Fig. 1: pin map
Pins as bars across the die edge, other pins in gray.
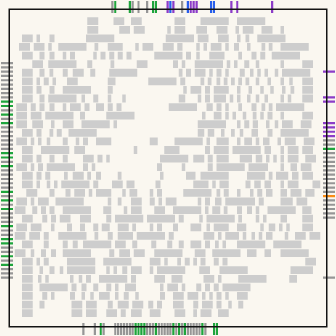
Fig. 2: metal 3
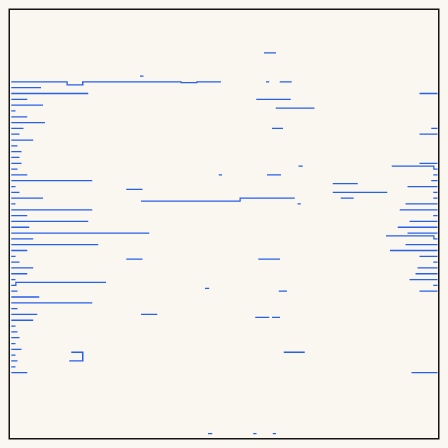
`src/rtl/rf_sched_pkg.sv`:
```
// rf_sched_pkg: shared sizes, PC address and FSM state type for the RF write scheduler
//   NREGS   writable registers r0..r14
//   DW, AW  data / register-address widths
//   PC_ADDR address of r15 (PC), never written through this path
package rf_sched_pkg;
   localparam int NREGS = 15;
   localparam int DW = 32;
   localparam int AW = 4;
   localparam logic [3:0] PC_ADDR = 4'b1111;
   typedef enum logic {INIT, RUN} state_t;
endpackage

```
`src/rtl/rr_arb2.sv`:
```
// rr_arb2: two-way round-robin ready generation
//   v0, v1      requester valids
//   last_grant  port that transferred most recently (0 or 1)
//   rdy0, rdy1  readies; when both are valid only the port not granted last is ready
module rr_arb2 (
   input  logic v0,
   input  logic v1,
   input  logic last_grant,
   output logic rdy0,
   output logic rdy1
);
   assign rdy0 = !v1 || last_grant;
   assign rdy1 = !v0 || !last_grant;
endmodule

```
`src/rtl/rf_write_sched.sv`:
```
// rf_write_sched: register-file write-port scheduler with clear sequence and pending-write scoreboard
//   CLK, RST_N                       clock, async active-low reset
//   REQ0_* / REQ1_*                  ALU / load writeback requesters (valid, addr, data, ready)
//   CLAIM_V, CLAIM_A                 issue stage marks a destination pending
//   BUSY                             pending-write bit per register
//   WE3, A3, WD3                     registered register-file write port
//   INIT_DONE                        clear sequence finished
//   ERR                              sticky: a write or claim targeted the PC
module rf_write_sched
   import rf_sched_pkg::*;
#(
   parameter int NREGS = rf_sched_pkg::NREGS,
   parameter int DW    = rf_sched_pkg::DW,
   parameter int AW    = rf_sched_pkg::AW
) (
   input  logic             CLK,
   input  logic             RST_N,
   input  logic             REQ0_V,
   input  logic [AW-1:0]    REQ0_A,
   input  logic [DW-1:0]    REQ0_D,
   output logic             REQ0_RDY,
   input  logic             REQ1_V,
   input  logic [AW-1:0]    REQ1_A,
   input  logic [DW-1:0]    REQ1_D,
   output logic             REQ1_RDY,
   input  logic             CLAIM_V,
   input  logic [AW-1:0]    CLAIM_A,
   output logic [NREGS-1:0] BUSY,
   output logic             WE3,
   output logic [AW-1:0]    A3,
   output logic [DW-1:0]    WD3,
   output logic             INIT_DONE,
   output logic             ERR
);
   state_t state, state_nx;
   logic [AW-1:0] cnt, wa;
   logic [DW-1:0] wd;
   logic [NREGS-1:0] clr_mask, set_mask;
   logic last_grant, run, rdy0, rdy1, xfer0, xfer1, xfer, wa_pc, claim, claim_pc;

   rr_arb2 u_arb (
      .v0         (REQ0_V),
      .v1         (REQ1_V),
      .last_grant (last_grant),
      .rdy0       (rdy0),
      .rdy1       (rdy1)
   );

   // cnt walks 0..NREGS-1 writing zeros; the extra count at NREGS lets the
   // r14 write finish before RUN (and INIT_DONE) begins
   always_comb begin
      run       = state == RUN;
      state_nx  = (state == INIT && cnt == AW'(NREGS)) ? RUN : state;
      INIT_DONE = run;
      REQ0_RDY  = run && rdy0;
      REQ1_RDY  = run && rdy1;
      xfer0     = REQ0_V && REQ0_RDY;
      xfer1     = REQ1_V && REQ1_RDY;
      xfer      = xfer0 || xfer1;
      wa        = xfer1 ? REQ1_A : REQ0_A;
      wd        = xfer1 ? REQ1_D : REQ0_D;
      wa_pc     = wa == AW'(PC_ADDR);
      claim     = run && CLAIM_V;
      claim_pc  = CLAIM_A == AW'(PC_ADDR);
      clr_mask  = (xfer && !wa_pc) ? NREGS'(1) << wa : '0;
      set_mask  = (claim && !claim_pc) ? NREGS'(1) << CLAIM_A : '0;
   end

   always_ff @(posedge CLK or negedge RST_N) begin
      if (!RST_N) begin
         state      <= INIT;
         cnt        <= '0;
         last_grant <= 1'b1;
         WE3        <= 1'b0;
         A3         <= '0;
         WD3        <= '0;
         BUSY       <= '0;
         ERR        <= 1'b0;
      end else begin
         state <= state_nx;
         if (!run) begin
            cnt <= cnt + 1'b1;
            WE3 <= cnt != AW'(NREGS);
            WD3 <= '0;
            if (cnt != AW'(NREGS)) A3 <= cnt;
         end else begin
            WE3 <= xfer && !wa_pc;
            if (xfer) begin
               A3  <= wa;
               WD3 <= wd;
            end
         end
         if (xfer) last_grant <= xfer1;
         // clear first, then set, so a same-edge claim wins
         BUSY <= (BUSY & ~clr_mask) | set_mask;
         ERR  <= ERR | (xfer && wa_pc) | (claim && claim_pc);
      end
   end
endmodule

```
`config.mk`:
```
export PLATFORM = sky130hd
export DESIGN_NAME = rf_write_sched
export DESIGN_NICKNAME = d
export VERILOG_FILES = /design/src/rtl/rf_sched_pkg.sv /design/src/rtl/rr_arb2.sv /design/src/rtl/rf_write_sched.sv
export SDC_FILE = /design/constraint.sdc
export NUM_CORES = 1
export LEC_CHECK = 0
export ABC_AREA = 1
export CAP_MARGIN = 20
export CELL_PAD_IN_SITES_DETAIL_PLACEMENT = 1
export CELL_PAD_IN_SITES_GLOBAL_PLACEMENT = 1
export CORE_UTILIZATION = 32
export DETAILED_ROUTE_END_ITERATION = 10
export GPL_TIMING_DRIVEN = 0
export PLACE_DENSITY = 0.95
export SLEW_MARGIN = 25
export SYNTH_ARGS = -nofsm -noshare
export SYNTH_HDL_FRONTEND = slang
export SYNTH_SLANG_ARGS = --single-unit
```
`constraint.sdc`:
```
create_clock -name CLK -period 2.1 [get_ports CLK]
set_input_delay 0.42 -clock CLK [delete_from_list [all_inputs] [get_ports CLK]]
set_output_delay 0.42 -clock CLK [all_outputs]
set_load 0.01 [all_outputs]
```
==> reports/qor.yml <==
outcome:
  run_status: "finished clean"
cts:
  cts_made_buffers: 9
  cts_tree: "built"
  cts.htree.levels: 3
  clock_latency_ps: 350
  post_cts_resized: 2
final_timing:
  worst_pin_slew_ps: 485
  final-hold-violation-count: 0
  finalClockPeriodUsage_pct: 92.4
  slew_viol_final: 0
  setup-tns-final_ps: 0
setup_path:
  startpoint: "REQ0_V"
  cp_max_fo: 8
  r2r_cells: 6
power:
  power_frac_seq_pct: 41.7
  p_switching_uw: 1070
  p_comb_share_pct: 30.0
  power.group.top: "registers"
  powerDensity_mw_per_mm2: 705
  comb-power_uw: 1010
  p_total_uw: 3380
  p_int_uw: 2310
logic_synthesis:
  yosys_warnings: 0
  edf_count: 0
  ys_seq_share_pct: 48.0
  xor_share_pct: 0.853
  ys_async_sr_fraction_pct: 100
  yosys_cells: 399
  syn_area_mm2: 0.00308
  ff_type: "dfrtp_1"
  synth_flop_count: 59
route:
  firstDrtPassIters: 4
  wl_met3_um: 587
  met2_length_um: 5520
  wl_met1_um: 4400
cells_and_area:
  fillCellCount: 1162
  largest_reg_flops: 32
  finalInstanceArea_mm2: 0.00480
  final_net_count: 629
placed_design:
  dp_slack_ps: -186
floorplanning:
  fp_util_pct: 33.2
  core_area_mm2: 0.00928
min_path:
  holdPathStages: 3
  hold_path_end: "BUSY[10]$_DFF_PN0_"
global_route:
  grt_pass1_wl_um: 17300
  grt_overflow_total: 0
run:
  maxCapViolations: 0
## Picture notes: Fig. 1
- `BUSY`: purple (pins 15; direction output; edge 8 top, 7 right)
- `WD3`: green (pins 32; direction output; edge 15 left, 12 bottom, 4 top, 1 right)
- `REQ0_RDY`: orange (pins 1; direction output; edge right)
- `CLAIM_A`: blue (pins 4; direction input; edge top)
buffers added on ports: 134
Die Y: 100 um
DIE WIDTH: 100 um

## Picture notes: Fig. 2
- share of all routed wire: 5.5%
- nets with wire on the layer: 92
- wire length on this layer: 587 um
- main direction: horizontal
aggregate routed wire length: 10800 um
Vias: 3337
met3 GRT Util: 5.15%

==> critical path, cell delays in order <==
cell and delay, ps:
clkdlybuf4s50_1 510, nand2_2 210, nand3_4 160, nand2_1 120
nand2_2 100, nor2_1 270, nand4_1 170, nand2_1 80
o21ai_0 100
==> metrics by stage <==
step,instances,hold slack (ps),utilization [%]
6_report,681,465,51.7
5_1_grt,681,500,51.7
4_1_cts,681,456,51.7
3_5_place_dp,663,374,49.6
3_3_place_gp,662,459,49.4
2_1_floorplan,399,124,-
==> final cells by class <==
cell class	count	share of cell area (%)
flip-flops and latches	59	30.8
repair buffers	137	28.6
multi-input cells	266	26.9
inverters	52	4.07
well taps	129	3.37
clock buffers	11	2.95
plain buffers	22	2.43
clock inverters	5	0.809
Power is estimated from default activity; no workload was simulated.
